### Metal layers overlaid, run 1

Drawn at 3 px/um.
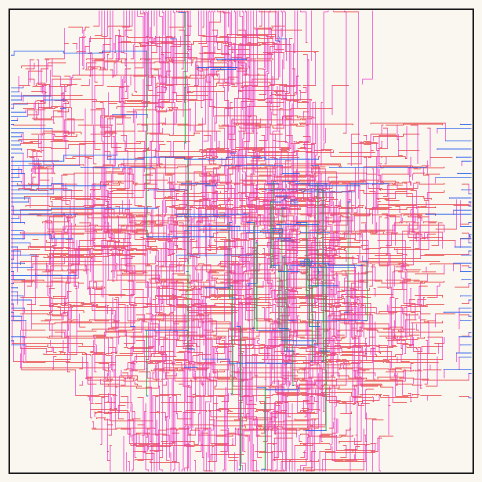
### Clock routing, run 1

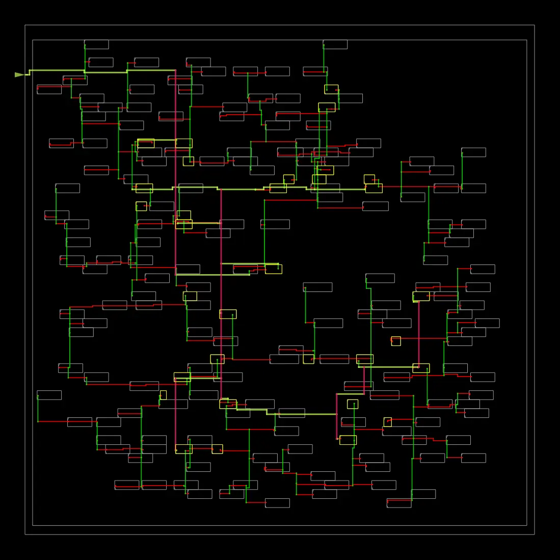
### The metal 4 layer, run 1

Drawn at 4 px/um. Supply wires on this layer in grey. Cells faint in the background.
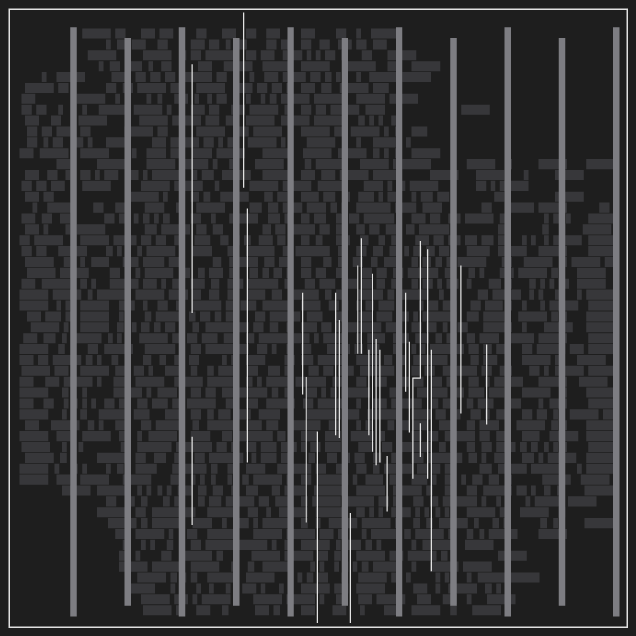
### Cell density map, run 1

Drawn at 2 px/um. 15 x 15 tiles, from white (low) to dark blue (high), 0 to 100% covered.
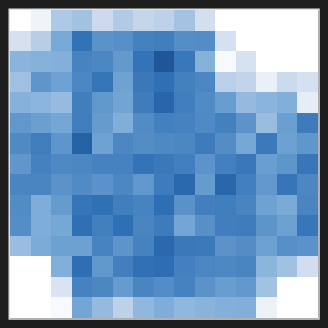
--- src/rtl/fetch_pkg.sv ---
// rtl/fetch_pkg.sv - shared types and constants for the instruction-fetch front end
//
// Purpose: FSM state type, next-PC action type, fetch buffer record, reset NOP
//          word and the word-alignment helper used by fetch_unit and fetch_next_pc.
// Ports:   none (package).
package fetch_pkg;

  typedef enum logic [1:0] {
    S_BOOT,
    S_RUN,
    S_TRAP
  } fetch_state_e;

  // What the next-PC selector decided for this cycle while running.
  typedef enum logic [1:0] {
    ACT_ADVANCE,
    ACT_HOLD,
    ACT_REDIRECT,
    ACT_TRAP
  } fetch_act_e;

  localparam logic [31:0] NOP_INSTR = 32'h0000_0013;  // addi x0,x0,0

  typedef struct packed {
    logic        valid;
    logic [31:0] pc;
    logic [31:0] pc_plus4;
    logic [31:0] instr;
  } fetch_buf_t;

  function automatic logic is_misaligned(input logic [31:0] addr);
    return addr[1:0] != 2'b00;
  endfunction

endpackage

--- src/rtl/fetch_next_pc.sv ---
// rtl/fetch_next_pc.sv - combinational next-PC priority select and misalignment check
//
// Purpose: decides, for a running cycle, whether the fetch front end redirects,
//          traps on a misaligned target, holds for a stall or advances.
//          Priority: redirect > stall > advance.
// Ports:
//   pc               in   32  current architectural PC
//   stall            in   1   decode not ready
//   redirect_valid   in   1   redirect request this cycle
//   redirect_target  in   32  redirect byte address
//   act              out  2   selected action (fetch_act_e)
//   next_pc          out  32  PC to load on the coming edge
//   pc_plus4         out  32  pc + 4, wrapping modulo 2^32
module fetch_next_pc
  import fetch_pkg::*;
(
  input  logic [31:0] pc,
  input  logic        stall,
  input  logic        redirect_valid,
  input  logic [31:0] redirect_target,
  output fetch_act_e  act,
  output logic [31:0] next_pc,
  output logic [31:0] pc_plus4
);

  assign pc_plus4 = pc + 32'd4;

  always_comb begin
    act     = ACT_ADVANCE;
    next_pc = pc_plus4;
    if (redirect_valid) begin
      if (is_misaligned(redirect_target)) begin
        // A bad target freezes fetch; the PC is left where it was.
        act     = ACT_TRAP;
        next_pc = pc;
      end else begin
        act     = ACT_REDIRECT;
        next_pc = redirect_target;
      end
    end else if (stall) begin
      act     = ACT_HOLD;
      next_pc = pc;
    end
  end

endmodule

--- src/rtl/fetch_unit.sv ---
// rtl/fetch_unit.sv - instruction-fetch front end with fetch buffer, redirect and trap
//
// Purpose: holds the PC, presents it to instruction memory, and registers the
//          returned word with its PC and PC+4 for decode. Handles stall,
//          redirect (one bubble) and a sticky trap on misaligned redirect.
// Optional feature: define FETCH_PERF_EN to add saturating perf counters.
// Ports:
//   clk              in   1   clock, rising edge
//   rst              in   1   synchronous active-high reset
//   stall            in   1   hold PC and fetch buffer
//   redirect_valid   in   1   take redirect_target as next PC
//   redirect_target  in   32  branch/jump target
//   imem_pc          out  32  current PC to instruction memory
//   imem_instr       in   32  word returned combinationally by imem
//   if_valid         out  1   fetch buffer holds a real instruction
//   if_pc            out  32  PC of buffered instruction
//   if_pc_plus4      out  32  if_pc + 4
//   if_instr         out  32  buffered instruction word
//   trap             out  1   misaligned redirect seen, fetch frozen
//   trap_addr        out  32  offending redirect target
//   perf_fetched     out  32  advances taken (FETCH_PERF_EN only)
//   perf_bubbles     out  32  running cycles with stall or redirect (FETCH_PERF_EN only)
module fetch_unit #(
  parameter logic [31:0] BASE_PC   = 32'h0000_0000,
  parameter logic [31:0] NOP_INSTR = fetch_pkg::NOP_INSTR
) (
  input  logic        clk,
  input  logic        rst,
  input  logic        stall,
  input  logic        redirect_valid,
  input  logic [31:0] redirect_target,
  output logic [31:0] imem_pc,
  input  logic [31:0] imem_instr,
  output logic        if_valid,
  output logic [31:0] if_pc,
  output logic [31:0] if_pc_plus4,
  output logic [31:0] if_instr,
`ifdef FETCH_PERF_EN
  output logic [31:0] perf_fetched,
  output logic [31:0] perf_bubbles,
`endif
  output logic        trap,
  output logic [31:0] trap_addr
);

  import fetch_pkg::fetch_state_e;
  import fetch_pkg::fetch_act_e;
  import fetch_pkg::fetch_buf_t;
  import fetch_pkg::S_BOOT;
  import fetch_pkg::S_RUN;
  import fetch_pkg::S_TRAP;
  import fetch_pkg::ACT_ADVANCE;
  import fetch_pkg::ACT_HOLD;
  import fetch_pkg::ACT_REDIRECT;
  import fetch_pkg::ACT_TRAP;

  fetch_state_e state;
  logic [31:0]  pc;
  fetch_buf_t   fbuf;
  fetch_act_e   act;
  logic [31:0]  next_pc;
  logic [31:0]  pc_plus4;

  fetch_next_pc u_next_pc (
    .pc              (pc),
    .stall           (stall),
    .redirect_valid  (redirect_valid),
    .redirect_target (redirect_target),
    .act             (act),
    .next_pc         (next_pc),
    .pc_plus4        (pc_plus4)
  );

  always_ff @(posedge clk) begin
    if (rst) begin
      state          <= S_BOOT;
      pc             <= BASE_PC;
      fbuf.valid     <= 1'b0;
      fbuf.pc        <= 32'd0;
      fbuf.pc_plus4  <= 32'd0;
      fbuf.instr     <= NOP_INSTR;
      trap           <= 1'b0;
      trap_addr      <= 32'd0;
    end else begin
      case (state)
        // Single settling cycle after reset: nothing captured, PC held.
        S_BOOT: state <= S_RUN;
        S_RUN: begin
          case (act)
            ACT_REDIRECT: begin
              // The word fetched at the old PC is squashed into a bubble.
              pc         <= next_pc;
              fbuf.valid <= 1'b0;
              fbuf.instr <= NOP_INSTR;
            end
            ACT_TRAP: begin
              state      <= S_TRAP;
              trap       <= 1'b1;
              trap_addr  <= redirect_target;
              fbuf.valid <= 1'b0;
              fbuf.instr <= NOP_INSTR;
            end
            ACT_HOLD: ;
            ACT_ADVANCE: begin
              pc            <= next_pc;
              fbuf.valid    <= 1'b1;
              fbuf.pc       <= pc;
              fbuf.pc_plus4 <= pc_plus4;
              fbuf.instr    <= imem_instr;
            end
            default: ;
          endcase
        end
        // Sticky until reset.
        S_TRAP: ;
        default: state <= S_TRAP;
      endcase
    end
  end

  assign imem_pc     = pc;
  assign if_valid    = fbuf.valid;
  assign if_pc       = fbuf.pc;
  assign if_pc_plus4 = fbuf.pc_plus4;
  assign if_instr    = fbuf.instr;

`ifdef FETCH_PERF_EN
  always_ff @(posedge clk) begin
    if (rst) begin
      perf_fetched <= 32'd0;
      perf_bubbles <= 32'd0;
    end else if (state == S_RUN) begin
      if (act == ACT_ADVANCE) begin
        if (perf_fetched != 32'hFFFF_FFFF) perf_fetched <= perf_fetched + 32'd1;
      end else if (act != ACT_HOLD || stall) begin
        if (perf_bubbles != 32'hFFFF_FFFF) perf_bubbles <= perf_bubbles + 32'd1;
      end
    end
  end
`endif

endmodule

--- config.mk ---
export PLATFORM = sky130hd
export DESIGN_NAME = fetch_unit
export DESIGN_NICKNAME = d
export VERILOG_FILES = /design/src/rtl/fetch_pkg.sv /design/src/rtl/fetch_next_pc.sv /design/src/rtl/fetch_unit.sv
export SDC_FILE = /design/constraint.sdc
export NUM_CORES = 1
export LEC_CHECK = 0
export CELL_PAD_IN_SITES_DETAIL_PLACEMENT = 1
export CELL_PAD_IN_SITES_GLOBAL_PLACEMENT = 1
export CORE_MARGIN = 2
export CORE_UTILIZATION = 30
export CTS_BUF_LIST = sky130_fd_sc_hd__clkbuf_4 sky130_fd_sc_hd__clkbuf_8
export DETAILED_ROUTE_END_ITERATION = 12
export GPL_TIMING_DRIVEN = 1
export HOLD_SLACK_MARGIN = 0.05
export PLACE_DENSITY = 0.76
export SYNTH_ARGS = -nofsm -noshare
export SYNTH_HDL_FRONTEND = slang
export SYNTH_SLANG_ARGS = --single-unit
export TNS_END_PERCENT = 50
--- constraint.sdc ---
create_clock -name clk -period 1.8 [get_ports clk]
set_clock_uncertainty 0.2 [all_clocks]
set_input_delay 0.36 -clock clk [delete_from_list [all_inputs] [get_ports clk]]
set_output_delay 0.36 -clock clk [all_outputs]
set_load 0.05 [all_outputs]
==> impl_metrics.toml, run 1 <==
# flow metrics
[final_timing]
setup_ws_ps = -267.2
max_freq_ghz = 0.4837
drv_slew = 0
min_period_ps = 2067
setup_viol = 46
slew_headroom = 0.7132
holdWs_ps = 237.4
rsz0062_at_grt = "yes"

[grt]
use_met3 = 0.04904
global_route.usage.met2 = 0.4143

[drt]
drtAntennaViolNets = 0
dr.pass1.iters = 5

[clocking]
cts_tree = "yes"
h-tree-depth = 4

[critical_path]
cp_top_family = "simple AND/OR/NAND/NOR gates"
crit_fanout = 3
crit_path_max_incr_delay_ps = 550
arrival_ps = 2280
r2r_start = "imem_pc[2]"
start_kind = "flop"
crit_cells = 6

[flow_run]
cap_violations = 0
log.warning_count = 29

[yosys]
synthCells = 829
synth_cell_type_count = 52
edf_count = 0
avgSynthCellArea_um2 = 8.156
largest_area_cell = "dfxtp_1"

[floorplan]
tapCellCount = 280
fp.dieW_um = 154.1
rows = 54

[finish]
area_delta_synth_final_pct = 81.88
seq_area_um2 = 3318
clockNetworkAreaShare = 0.03012
buf_share = 0.3854
comb_area_um2 = 3512
ff_count = 162

[status]
run_status = "complete, but fails checks"
violations = "setup timing"

[power]
power_density_nw_per_um2 = 688.1
ir_drop_uv = 423.2

[placement]
post-place-ws_ps = -501.8

[min_path]
holdPathStages = 5
Notes on 'Metal layers overlaid' above:
Key: magenta = met2 [wire length 15000 um]; red = met1 [wire length 12000 um]; green = met4 [wire length 864 um]; blue = met3 [wire length 1440 um]
via count: 7561
Routed WL: 29.38 mm

Notes on 'Clock routing' above:
Clock buffer cells: 17
total CTS buffers: 17
Skew-Pair Late Insertion Delay: 490 ps
Power Clock: 2.66 mW
Sink Count: 162

Notes on 'The metal 4 layer' above:
The longest straight run is 63.2 um. The layer holds 2.9% of the routed length. The wires run mostly vertical.

Notes on 'Cell density map' above:
The fullest tile reaches 85%. 3.6% of the tiles are over 75% full. The mean over all tiles is 50%.
floorplan utilization: 0.3079
post-layout util: 0.5601

## run 1: report_power, final
group / leakage (nW) / internal, mW / switching [mW]
combinational: 3.26 / 0.892 / 1.07
sequential: 1.33 / 3.70 / 0.139
clock: 0.192 / 1.03 / 1.63
total: 4.78 / 5.62 / 2.84
## run 1: kinds of logic after synthesis
logic type      after synthesis  share of synthesized area
simple gates                357                     0.2444
flops                       162                     0.4796
mux                           7                    0.01036
xor+xnor                     24                    0.03109
buf+inv                      84                    0.05330
compound gates              194                     0.1793
fa+ha+maj                     1                   0.001850
## run 1: sequential cells by signal, summed over array words and instances (netlist names)
signal and cells:
if_instr 32, if_pc 32, if_pc_plus4 30, if_valid 1, imem_pc 32, state 2
trap 1, trap_addr 32
==> run 2, diff against run 1 <==
- HOLD_SLACK_MARGIN: 0.05 -> 0.12
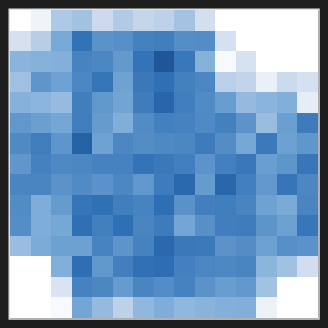
*Cell density map, run 2*
Drawn at 2 px/um. 15 x 15 tiles, from white (low) to dark blue (high), 0 to 100% covered.
The emptiest ninth of the die: upper right. The mean over all tiles is 50%. 10% of the tiles are nearly empty.
Core Region: 21960 um2

==> run 2 against run 1 <==
Compared with the run above: combinational power barely moved; largest power group unchanged; final cell count did not move; count of clock-buffer cells in the layout did not move; the flow still finishes with violations (setup timing); power did not move; area after synthesis did not move.
==> impl_metrics.toml, run 2 <==
# flow metrics
[final_timing]
min_period_ps = 2067
setup_ws_ps = -267.2
holdWs_ps = 237.4
setup_viol = 46
rsz0062_at_grt = "yes"
slew_headroom = 0.7132
max_freq_ghz = 0.4837
drv_slew = 0

[yosys]
ys_sh_adder = 0.001850
edf_count = 0
mux_area_frac = 0.01036
largest_area_cell = "dfxtp_1"
ys_sh_aoi = 0.1793
simple_gate_area_frac = 0.2444
avgSynthCellArea_um2 = 8.156
synthCells = 829
synth_cell_type_count = 52
logic_family = "simple AND/OR/NAND/NOR gates"
synth-xor-area-share = 0.03109

[clocking]
cts_tree = "yes"
cts_buffers = 17
h-tree-depth = 4

[drt]
vias = 7561
dr.pass1.iters = 5
wl_mm = 29.38
drtAntennaViolNets = 0

[floorplan]
tapCellCount = 280
initCoreUtil = 0.3079
fp.dieW_um = 154.1
rows = 54

[flow_run]
cap_violations = 0
log.warning_count = 29

[status]
run_status = "complete, but fails checks"
violations = "setup timing"

[finish]
buf_share = 0.3854
nClkBuffers = 17
signal_buffers = 378
ff_count = 162
comb_area_um2 = 3512
area_delta_synth_final_pct = 81.88
postLayoutCoreUtil = 0.5601
seq_area_um2 = 3318

[critical_path]
crit_fanout = 3
start_kind = "flop"
cp_top_family = "simple AND/OR/NAND/NOR gates"
crit_cells = 6
r2r_start = "imem_pc[2]"

[power]
power_density_nw_per_um2 = 688.1

[min_path]
holdPathStages = 5

[grt]
global_route.usage.met2 = 0.4143
==> run 2: cell counts in the layout (fill, tap and decap cells not counted) <==
Identical to the previous run, type by type.
==> run 2: per-stage QoR <==
| stage | setup TNS (ps) | setup WS, ps | cell area, um2 |
|---|---|---|---|
| global route | -8767 | -320.2 | 12300 |
| detailed placement | -51800 | -501.8 | 11370 |
| floorplan | -6178 | -352.0 | 6964 |
| finish | -5060 | -267.2 | 12300 |
| CTS | -3781 | -304.4 | 12070 |
| global placement | -42420 | -435.8 | 11370 |
==> run 2: power by group <==
part,switching [mW],internal [mW],total [mW]
Combinational,1.07,0.892,1.97
Clock,1.63,1.03,2.66
Sequential,0.139,3.70,3.84
### Clock routing, run 2

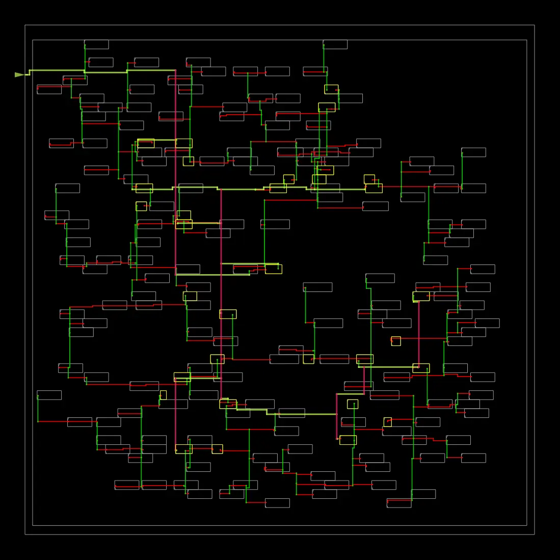

==> run 3, diff against run 2 <==
- CORE_ASPECT_RATIO: unset -> 1.25
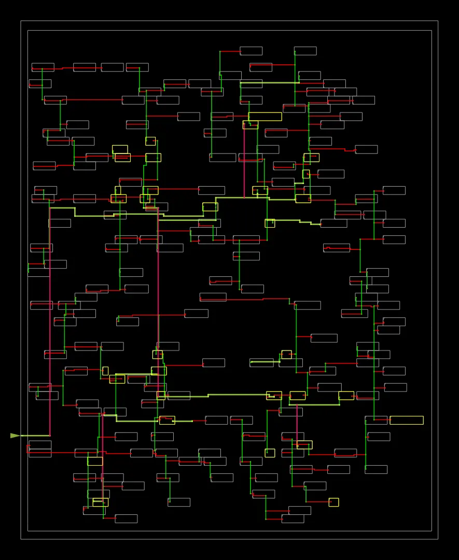
*Clock routing, run 3*
flop count: 162
Power Clock: 2.90 mW
Clock buffer cells: 19

==> run 3 against run 2 <==
Compared with the run above: the run still ends with setup timing left; non-clock buffer count increased by 22; global-route usage increased by 0.82 points; sequential share of layout area decreased by 1.9 points; register-to-register slack got worse by 30 ps; largest power group unchanged.
==> impl_metrics.toml, run 3 <==
# flow metrics
[status]
run_status = "complete, but fails checks"
violations = "setup timing"

[clocking]
cts_sinks = 162
insertion_delay_ps = 490
h-tree-depth = 4

[placement]
post-place-ws_ps = -536.3
placed_area_um2 = 11410

[finish]
comb_area_um2 = 3824
seq_area_um2 = 3318

[floorplan]
rows = 61
core-area_um2 = 22210

[final_timing]
drv_slew = 0
slew_headroom = 0.6436
setup_viol = 58
setup_ws_ps = -298.4
max_freq_ghz = 0.4765
rsz0062_at_grt = "yes"
holdWs_ps = 163.6

[yosys]
ys_sh_aoi = 0.1793
edf_count = 0
mux_area_frac = 0.01036
simple_gate_area_frac = 0.2444
synthCells = 829
largest_area_cell = "dfxtp_1"

[power]
power_density_nw_per_um2 = 679.5

[critical_path]
crit_fanout = 3
r2r_start = "imem_pc[19]"
arrival_ps = 2300

[flow_run]
log.warning_count = 29

[drt]
dr.pass1.iters = 5
vias = 8026
[run 3: cell counts after synthesis]
No cell type changed its count.
[run 3: critical path: stages, from the launching register on]
cell,delay (ps)
dfxtp_4,370
and4_4,250
nand3_4,90
or4_4,540
or3_1,360
a31oi_1,200
[run 3: final cells by class]
class                      count  share of cell area
clock buffer                  19             0.01979
clock inverter                13             0.01098
inverter                       2           0.0005680
multi-input combinational    583              0.2893
sequential                   162              0.2511
tap                          283             0.02679
timing repair buffer         400              0.4015
[run 3: per-layer routing]
metal  GRT usage  up-vias
li1            -     3530
met1      0.2577     3923
met2      0.4453      422
met3     0.05428      151
met4      0.1278        0
met5           0        -
[run 3: where the power goes]
group	switching, mW	leakage (nW)	internal [mW]
registers	0.156	1.33	3.70
clock network	1.57	0.209	1.33
logic	1.20	3.58	1.02

==> layout pictures side by side <==
Register map, names as in the netlist.
Drawn at 3 px/um.
image #1
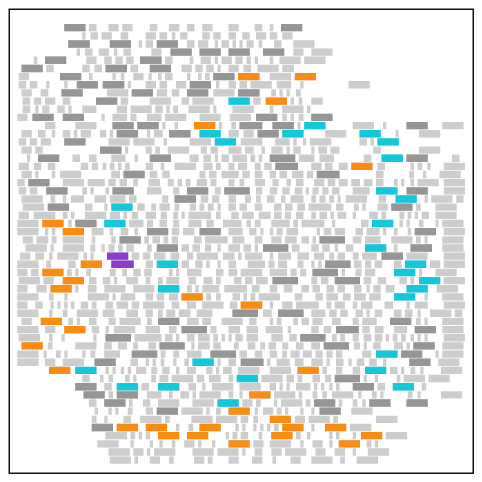
image #2
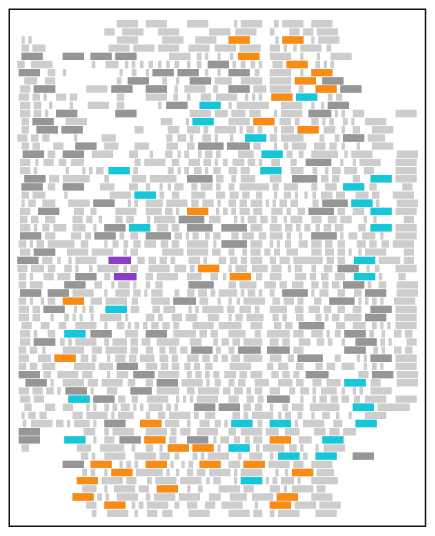
For run 3, see image #2.
For run 2, see image #1.

Key to image #1:
Key: cyan = `if_pc_plus4` [sequential cells 30]; purple = `state` [sequential cells 2]; orange = `trap_addr` [sequential cells 32, where widely spread]
Another 98 sequential cells are not coloured.

Power is estimated from default activity; no workload was simulated.
